## src/rtl/bitwise_result_stage.sv

```systemverilog
// bitwise_result_stage
//   Registered output stage behind the ALU bitwise unit. Each accepted result
//   is captured with its instruction code and its zero/negative/parity flags.
//   A two-entry skid buffer (main + skid) keeps full throughput under
//   backpressure while cutting the combinational path from the bitwise unit.
//   A retired-result counter and a sticky zero flag are kept alongside.
//
// Ports
//   clk, rst                 clock, synchronous active-high reset
//   in_valid/in_ready        upstream handshake
//   in_Y, in_inst            result and instruction code from the bitwise unit
//   out_valid/out_ready      downstream handshake
//   out_Y, out_inst          registered result and instruction code
//   out_zero/neg/parity      flags captured when the entry was written
//   flag_clr, sticky_zero    clear / sticky "a zero result was retired"
//   result_count             retired results, modulo 2^CNT_WIDTH
module bitwise_result_stage #(
    parameter int BUS_WIDTH  = 8,
    parameter int INST_WIDTH = 3,
    parameter int CNT_WIDTH  = 8
) (
    input  logic                  clk,
    input  logic                  rst,
    input  logic                  in_valid,
    output logic                  in_ready,
    input  logic [BUS_WIDTH-1:0]  in_Y,
    input  logic [INST_WIDTH-1:0] in_inst,
    output logic                  out_valid,
    input  logic                  out_ready,
    output logic [BUS_WIDTH-1:0]  out_Y,
    output logic [INST_WIDTH-1:0] out_inst,
    output logic                  out_zero,
    output logic                  out_neg,
    output logic                  out_parity,
    input  logic                  flag_clr,
    output logic                  sticky_zero,
    output logic [CNT_WIDTH-1:0]  result_count
);

    typedef struct packed {
        logic [BUS_WIDTH-1:0]  y;
        logic [INST_WIDTH-1:0] inst;
        logic                  zero;
        logic                  neg;
        logic                  parity;
    } entry_t;

    typedef enum logic [1:0] {EMPTY, ONE, FULL} state_t;

    state_t state, state_nxt;
    entry_t main_q, skid_q, in_ent;
    logic   in_fire, out_fire;
    logic   load_main_in, load_main_skid, load_skid;

    // Flags are derived from the incoming result at capture time so the
    // output side never has a reduction tree behind its registers.
    always_comb begin
        in_ent.y      = in_Y;
        in_ent.inst   = in_inst;
        in_ent.zero   = (in_Y == '0);
        in_ent.neg    = in_Y[BUS_WIDTH-1];
        in_ent.parity = ^in_Y;
    end

    // Handshakes are gated by rst so nothing is accepted or retired in a
    // reset cycle, whatever state the stage was in.
    assign in_ready  = (state != FULL) && !rst;
    assign out_valid = (state != EMPTY) && !rst;
    assign in_fire   = in_valid && in_ready;
    assign out_fire  = out_valid && out_ready;

    always_ff @(posedge clk) begin
        if (rst) state <= EMPTY;
        else     state <= state_nxt;
    end

    always_comb begin
        state_nxt      = state;
        load_main_in   = 1'b0;
        load_main_skid = 1'b0;
        load_skid      = 1'b0;
        case (state)
            EMPTY: begin
                if (in_fire) begin
                    load_main_in = 1'b1;
                    state_nxt    = ONE;
                end
            end
            ONE: begin
                if (in_fire && out_fire) begin
                    load_main_in = 1'b1;
                end else if (in_fire) begin
                    load_skid = 1'b1;
                    state_nxt = FULL;
                end else if (out_fire) begin
                    state_nxt = EMPTY;
                end
            end
            FULL: begin
                if (out_fire) begin
                    load_main_skid = 1'b1;
                    state_nxt      = ONE;
                end
            end
            default: state_nxt = EMPTY;
        endcase
    end

    // Entries only change on a load, so out_* hold their last value while
    // the stage is empty or stalled.
    always_ff @(posedge clk) begin
        if (rst) begin
            main_q <= '0;
            skid_q <= '0;
        end else begin
            if (load_main_in)        main_q <= in_ent;
            else if (load_main_skid) main_q <= skid_q;
            if (load_skid)           skid_q <= in_ent;
        end
    end

    assign out_Y      = main_q.y;
    assign out_inst   = main_q.inst;
    assign out_zero   = main_q.zero;
    assign out_neg    = main_q.neg;
    assign out_parity = main_q.parity;

    // A zero retiring in the same cycle as flag_clr leaves the flag set.
    always_ff @(posedge clk) begin
        if (rst) begin
            sticky_zero  <= 1'b0;
            result_count <= '0;
        end else begin
            sticky_zero <= (sticky_zero && !flag_clr) || (out_fire && main_q.zero);
            if (out_fire) result_count <= result_count + 1'b1;
        end
    end

endmodule

```

## config.mk

```make
export PLATFORM = sky130hd
export DESIGN_NAME = bitwise_result_stage
export DESIGN_NICKNAME = d
export VERILOG_FILES = /design/src/rtl/bitwise_result_stage.sv
export SDC_FILE = /design/constraint.sdc
export NUM_CORES = 1
export LEC_CHECK = 0
export CORE_MARGIN = 2
export CORE_UTILIZATION = 45
export CTS_CLUSTER_DIAMETER = 30
export DETAILED_ROUTE_END_ITERATION = 8
export GPL_TIMING_DRIVEN = 0
export HOLD_SLACK_MARGIN = 0.06
export PLACE_DENSITY = 0.82
export SYNTH_ARGS = -nofsm -noshare
export SYNTH_HDL_FRONTEND = slang
export SYNTH_SLANG_ARGS = --single-unit
```

## constraint.sdc

```tcl
create_clock -name clk -period 1.91 [get_ports clk]
set_clock_uncertainty 0.1 [all_clocks]
set_input_delay 0.191 -clock clk [delete_from_list [all_inputs] [get_ports clk]]
set_output_delay 0.191 -clock clk [all_outputs]
set_load 0.05 [all_outputs]
```

**Run 1: where the registers sit**

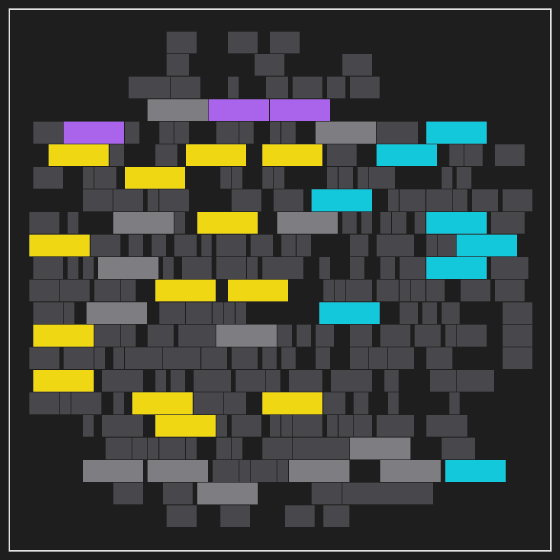
legend:
  out_inst:
    colour: purple
    flops: 3
  skid_q:
    colour: yellow
    flops: 13
  result_count:
    colour: cyan
    flops: 8
utilization after layout: 62.4%
Sequential Area: 741 um2
Seq. pwr: 0.817 mW
register fraction of the total cell area: 32.7%

**Run 1: congestion heat map**

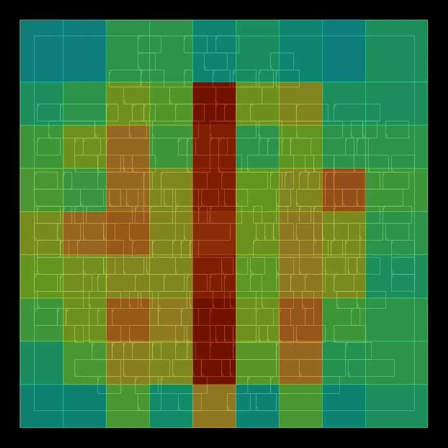
fraction of met2 tracks used by global routing: 29.0%
GR Util All Layers: 18.7%
met3 usage: 6.68%
layer with the highest usage after global routing: met2
met1 Use GR: 23.9%

**Run 1: I/O nets highlighted**

The bar under the picture is 20 um long.
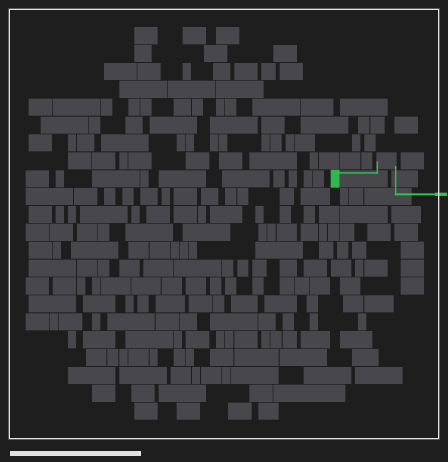
legend:
  out_valid:
    colour: green
    direction: output
    edge: right
    end_cells: 1
    buffers: 1
    wire: 18.6 um
Port Buffers: 39
# IOs: 41

==> notes.md, run 1 <==
This memo summarizes the results of the implementation run.

Outcome
The flow ran to the end, and the final reports show no timing, DRC or antenna violations.

Detailed routing
The met2 wire length is around 1800 um. Wire segments on met3 add up to approximately 190 um in the final route. The sum of routed wire segments on met1 is about 1700 um. The total DRC errors in the routed layout is 0.

Critical path
Walking the worst path, the cells encountered are clkdlybuf4s50_1. The slowest stage of the critical path belongs to the cell sky130_fd_sc_hd__clkdlybuf4s50_1. The top fanout value on the critical path is 6.

The origin of the worst setup path is result_count[0]$_SDFFE_PP0P_. The nature of the critical path endpoint is an output port. The number of buffers and inverters on the critical path is 1. The setup path with the least slack is of type reg2out.

Run
The number of maximum-capacitance violations recorded for the run is 0.

Synthesis
Of the post-synthesis cell area, the dominant cell type holds between 40% and 50%. Sorting the synthesized cells by how often they occur yields 37 x sky130_fd_sc_hd__dfxtp_1, 27 x sky130_fd_sc_hd__nor2_1, 17 x sky130_fd_sc_hd__a21oi_1. The fraction of synthesis flops using an asynchronous set or reset pin is 0%. The synthesis log from Yosys contains 0 warnings.

After synthesis, the design contains approximately 190 cells according to Yosys. The synthesized netlist devotes 20.5% of its cell area to simple gates. The cell count after synthesis came out at 186.

The count of unique library cells instantiated by Yosys is 32. The chip area line in the Yosys stat output reads between 1500 and 2000 um2. Summing the areas of all compound-gate instances in the mapped netlist gives 12.5% of the synthesized area. The multiplexer share of the synthesized area is between 8 and 9%.

Clocking
The TritonCTS clock tree is yes. The count of instances resized after the clock tree is built is 5.

Global route
The first-pass GRT wire length is 5980 um. Entering global routing, the biggest net connects 12 pins.

Final timing
After layout, the worst path uses approximately 100% of the clock period. The transition time of the tightest slew-check pin is ~0.56 ns.

Power and ir drop
The flow reported a cell area power density of slightly above 800 nW/um2. The share of total power in sequential cells is about 45%.

Final layout
The growth of design area from synthesis to finish is 35.0%.

Die
The area enclosed by the die boundary is approximately 4200 um2.

Hold path
The endpoint with the worst hold slack is result_count[1]$_SDFFE_PP0P_.
run 1: state kept, by name (all words and copies together) (netlist names):
signal / count
state: 2
out_inst: 3
result_count: 8
sticky_zero: 1
out_zero: 1
out_Y: 8
skid_q: 13
out_parity: 1
run 1: final cells by class:
class,instances,share of cell area (%)
Multi-Input combinational cell,128,37.2
Tap cell,48,2.65
Buffer,13,3.70
Timing Repair Buffer,39,17.3
Clock buffer,7,3.81
Inverter,8,1.32
Clock inverter,1,1.32
Sequential cell,37,32.7
run 1: placed cells by master, fill, tap and decap left out, types with 2 or more instances in the layout:
master	count
sky130_fd_sc_hd__ha_1	5
sky130_fd_sc_hd__or3_1	3
sky130_fd_sc_hd__dlymetal6s2s_1	2
sky130_fd_sc_hd__mux2i_1	14
sky130_fd_sc_hd__nor3_1	4
sky130_fd_sc_hd__nand2b_1	2
sky130_fd_sc_hd__buf_6	3
sky130_fd_sc_hd__clkbuf_1	4
sky130_fd_sc_hd__o21ai_0	2
sky130_fd_sc_hd__clkbuf_8	6
sky130_fd_sc_hd__nand2_1	10
sky130_fd_sc_hd__nor4b_1	2
sky130_fd_sc_hd__inv_1	8
sky130_fd_sc_hd__xnor2_1	8
sky130_fd_sc_hd__a22oi_1	4
sky130_fd_sc_hd__a211oi_1	2
sky130_fd_sc_hd__nand4_1	2
sky130_fd_sc_hd__dfxtp_1	37
sky130_fd_sc_hd__nand3_1	7
sky130_fd_sc_hd__nor2b_1	3
sky130_fd_sc_hd__a221oi_1	7
sky130_fd_sc_hd__clkbuf_2	3
sky130_fd_sc_hd__clkdlybuf4s50_1	35
sky130_fd_sc_hd__nor2_1	26
sky130_fd_sc_hd__a21oi_1	17
sky130_fd_sc_hd__dlygate4sd2_1	2
==> run 2, diff against run 1 <==
CAP_MARGIN = 10   (was not set)
==> run 2 against run 1 <==
Flip-flop count did not move. Sequential share of layout area did not move. Area after synthesis did not move. Routed wire length did not move. Final area did not move. Non-clock buffer count did not move. Die area did not move. Combinational power barely moved. Cell count did not move. Sequential power barely moved. Total power did not move. Critical path type unchanged. Largest power group unchanged.
==> notes.md, run 2 <==
This memo summarizes the results of the implementation run.

Final timing
The final clock period utilization by the worst path is 98.6% (unchanged). The transition time of the tightest slew-check pin is 0.564 ns (unchanged).

Final layout
The core utilization of the finished layout is 62.4% (unchanged). The most frequent standard cell in the layout excluding fill and tap cells is sky130_fd_sc_hd__dfxtp_1. The growth of design area from synthesis to finish is 35.0% (unchanged). The flip-flop count of the largest register, all copies and words added is 13 (unchanged).

Synthesis
The post-synthesis share of cell area spent on and-or and or-and gates is 12.5% (unchanged). The simple-gate area share of the yosys netlist is 20.5% (unchanged). The count of unique library cells instantiated by Yosys is 32 (unchanged). The multiplexer share of the synthesized area is 8.34% (unchanged).

The synthesized instance count is 186 (unchanged). Counting instances in the post-synthesis netlist gives the leading cell types as 37 x sky130_fd_sc_hd__dfxtp_1, 27 x sky130_fd_sc_hd__nor2_1, 17 x sky130_fd_sc_hd__a21oi_1. The number of warning messages in the yosys log is 0 (unchanged). The proportion of netlist area held by the largest area contributor is 44.1% (unchanged). The synthesized chip area reported by yosys is 1680 um2 (unchanged).

Die
The I/O pin count is 41 (unchanged). The area enclosed by the die boundary is 4240 um2 (unchanged).

Hold path
The path with the worst hold slack has its endpoint at result_count[1]$_SDFFE_PP0P_.

Power and ir drop
The total power density per cell area was 804 nW/um2 (unchanged).

Critical path
For reference, the most critical setup path is categorized as reg2out. STA classifies the critical path endpoint as an output port.

Global route
The total routing resource utilization after global routing is 18.7% (unchanged).

Detailed routing
The total DRC errors in the routed layout was 0 (unchanged).

Outcome
The flow ran to the end, and the final reports show no timing, DRC or antenna violations.
-- run 2: what timing repair did --
action / 4_1_cts / 5_1_grt
resized: 5 / 7
endpoints found under the setup margin: 2 / 19
pin swaps: 0 / 0
endpoints found under the hold margin: 0 / 0
-- run 2: metal layers --
metal / routed length, um / global-route usage [%]
met4: 54 / 7.03
met1: 1690 / 23.9
met2: 1810 / 29.0
met3: 185 / 6.68
met5: 0 / 0
-- run 2: worst max path at each step --
| stage | cells after the start | end | start | slack (ns) |
|---|---|---|---|---|
| final | 1 | result_count[0] | result_count[0]$_SDFFE_PP0P_ | 0.03 |
| after global routing | 1 | result_count[0] | result_count[0]$_SDFFE_PP0P_ | 0.002 |
| after CTS | 1 | result_count[0] | result_count[0]$_SDFFE_PP0P_ | 0.02 |
| after detailed placement | 5 | in_ready | rst | -0.39 |
| after global placement | 5 | in_ready | rst | -0.38 |
| after floorplan | 4 | result_count[7]$_SDFFE_PP0P_ | result_count[2]$_SDFFE_PP0P_ | 0.11 |
-- run 2: area by class of cell --
cell class / instances / share of cell area, %
Sequential cell: 37 / 32.7
Tap cell: 48 / 2.65
Clock inverter: 1 / 1.32
Inverter: 8 / 1.32
Buffer: 13 / 3.70
Multi-Input combinational cell: 128 / 37.2
Clock buffer: 7 / 3.81
Timing Repair Buffer: 39 / 17.3
-- run 2: per-stage QoR --
stage,hold WS [ns],area (um2)
after detailed placement,0.361,2130
after global routing,0.154,2270
after global placement,0.350,2130
final,0.121,2270
after CTS,0.110,2250
after floorplan,0.168,1680
-- run 2: power breakdown --
part           internal (mW)  total [mW]  switching, mW
logic                  0.124       0.307          0.183
clock network          0.426       0.700          0.275
registers              0.798       0.817         0.0193
**Run 2: where the registers sit**

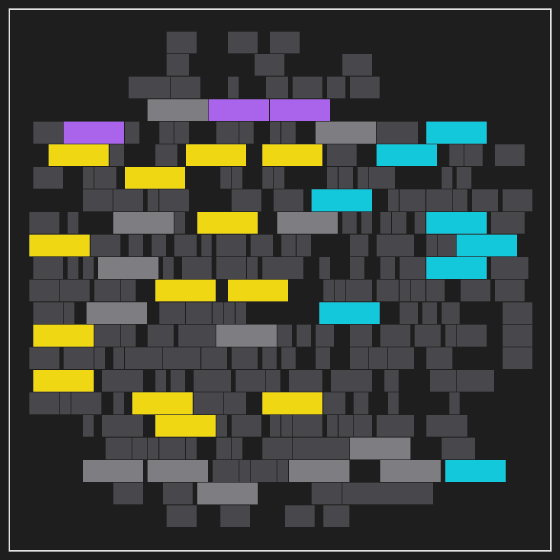
legend:
  out_inst:
    colour: purple
    flops: 3
  result_count:
    colour: cyan
    flops: 8
  skid_q:
    colour: yellow
    flops: 13

**Run 2: I/O nets highlighted**

The bar under the picture is 20 um long.
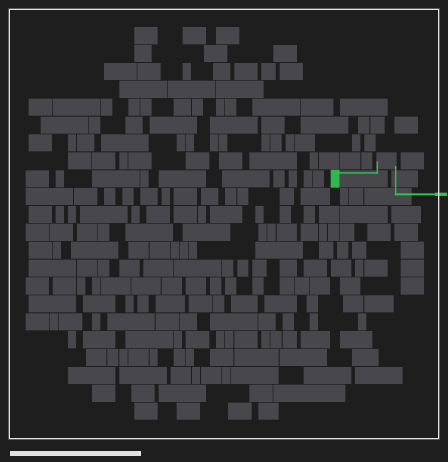
legend:
  out_valid:
    colour: green
    direction: output
    edge: right
    end_cells: 1
    buffers: 1
    wire: 18.6 um

==> run 3, diff against run 2 <==
CORE_ASPECT_RATIO = 1.25   (was not set)
RECOVER_POWER = 100   (was not set)
==> run 3 against run 2 <==
The run now ends with DRC left. Non-clock buffer count rose by 3. Final area fell by 0.44%. First-iteration DRC count rose by 7.7%.
==> notes.md, run 3 <==
This memo summarizes the results of the implementation run.

Detailed routing
The total DRC errors in the routed layout is 2 (+2). The mean routed wirelength per cell is 14.1 um.

Outcome
The final reports fail on DRC. The flow ran to the end, but the final reports show violations.

Power and ir drop
The total power density per cell area came to 807 nW/um2 (+0.40%).

Synthesis
The synthesized chip area reported by yosys was 1680 um2 (unchanged). The mean instance size in the synthesized netlist is 9.03 um2. The count of unique library cells instantiated by Yosys was 32 (unchanged). The number of warning messages in the yosys log came to 0 (unchanged). The proportion of netlist area held by the largest area contributor is 44.1% (unchanged). After synthesis, the most frequently instantiated cells are 37 x sky130_fd_sc_hd__dfxtp_1, 27 x sky130_fd_sc_hd__nor2_1, 17 x sky130_fd_sc_hd__a21oi_1.

Clocking
The count of instances resized after the clock tree is built is 6 (+1). The clock-pin slew on the worst setup and hold paths is about 0.070 ns.

Placed design
The count of input and output buffers is 39.

Die
The area enclosed by the die boundary is 4240 um2 (about the same). The I/O pin count is 41 (unchanged).

Final timing
The transition time of the tightest slew-check pin is 0.608 ns (+0.0433 ns). The final clock period utilization by the worst path is 97.1% (-1.5 points). The worst slack on hold paths came to 0.123 ns (+0.00276 ns).

Final layout
The flip-flop count of the largest register, all copies and words added was 13 (unchanged). The most frequent standard cell in the layout excluding fill and tap cells is sky130_fd_sc_hd__dfxtp_1. The post-route cell area is 2260 um2 (-0.44%).

The growth of design area from synthesis to finish is 34.4%.

Critical path
The critical path class is reg2out.

Global route
The total routing resource utilization after global routing is 19.9% (+1.2 points).
## run 3: final timing paths
check / startpoint / end / cells after the start
worst min-delay path: rst / result_count[1]$_SDFFE_PP0P_ / 3
worst min register to register: skid_q[4]$_SDFFE_PP0P_ / out_inst[1]$_SDFFE_PP0P_ / 2
worst max register to register: state[0]$_SDFFE_PP0P_ / out_Y[3]$_SDFFE_PP0P_ / 5
worst max-delay path: result_count[1]$_SDFFE_PP0P_ / result_count[1] / 1
## run 3: final cells by class
| cell class | instances | area, um2 |
|---|---|---|
| Fill cell | 310 | 1280 |
| Multi-Input combinational cell | 128 | 845 |
| Sequential cell | 37 | 741 |
| Timing Repair Buffer | 42 | 398 |
| Clock buffer | 7 | 86.3 |
| Buffer | 13 | 80.1 |
| Tap cell | 39 | 48.8 |
| Clock inverter | 1 | 30.0 |
| Inverter | 8 | 30.0 |
## run 3: report_power, final
part	switching, mW	internal [mW]	total [mW]
Sequential	0.0189	0.798	0.817
Combinational	0.185	0.118	0.303
Clock	0.279	0.426	0.704
Total	0.482	1.34	1.82
## run 3: worst register-to-register path: cells and delay by family, from the launching register on
family                 cells  cell delay, ns
flip-flops                 1            0.45
buffers and inverters      1            0.43
AND-OR/OR-AND              2            0.41
AND/OR/NAND/NOR            2            0.32
## run 3: cells by family after synthesis
kind of cell	after synthesis	share of synthesized area, %
AOI/OAI and AO/OA	33	12.5
adders and majority gates	5	3.72
and+or+nand+nor	67	20.5
xor gates and xnor gates	9	4.69
buffers and inverters	21	6.18
muxes	14	8.34
DFF	37	44.1
## run 3: routing by layer
metal,track usage (%),part of all wire (%)
met1,22.6,40
met2,35.5,52
met3,5.17,5.8
met4,7.07,2.0
met5,0,0
**Run 3: where the registers sit**

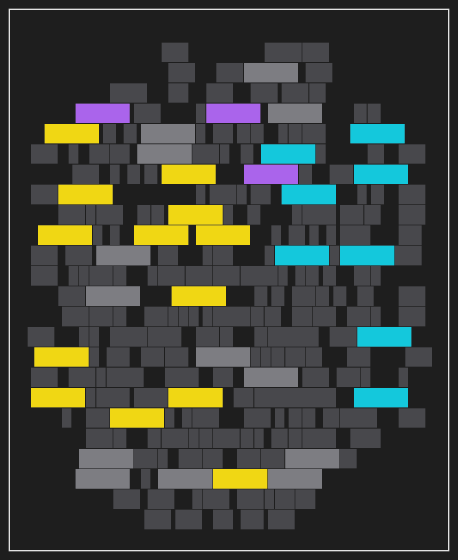
legend:
  out_inst:
    colour: purple
    flops: 3
  skid_q:
    colour: yellow
    flops: 13
  result_count:
    colour: cyan
    flops: 8
utilization after layout: 63.7%
register fraction of the total cell area: 32.8%

**Run 3: clock wires, drivers and flops**

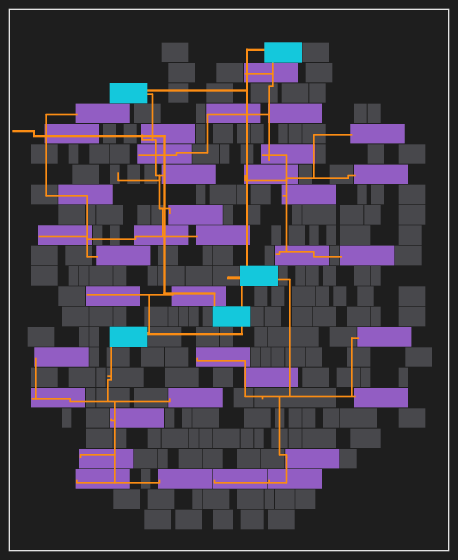
legend:
  clock wires:
    colour: orange
    length: 479 um
  flip-flops:
    colour: purple
    count: 37
  cells driving clock nets:
    colour: cyan
    count: 5
routed clock nets: 6
Clock net power: 0.704 mW
latest clock arrival within the worst-skew pair: 0.29 ns
Clock Power Share: 38.6%


==> layout pictures side by side <==
Signal wires on met1.
panel A
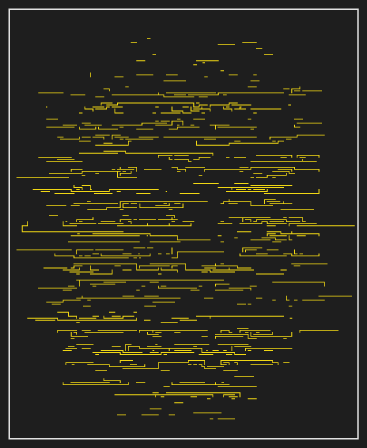
panel B
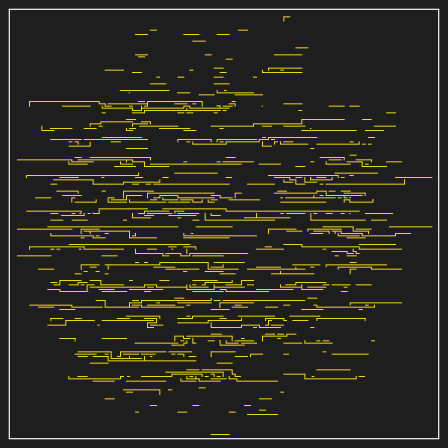
- run 1 = panel B
- run 3 = panel A

Key to panel B:
nets with wire on the layer: 225
main direction: horizontal
longest straight run: 20.2 um

No activity file was given, so power comes from the tool's default toggle rates.
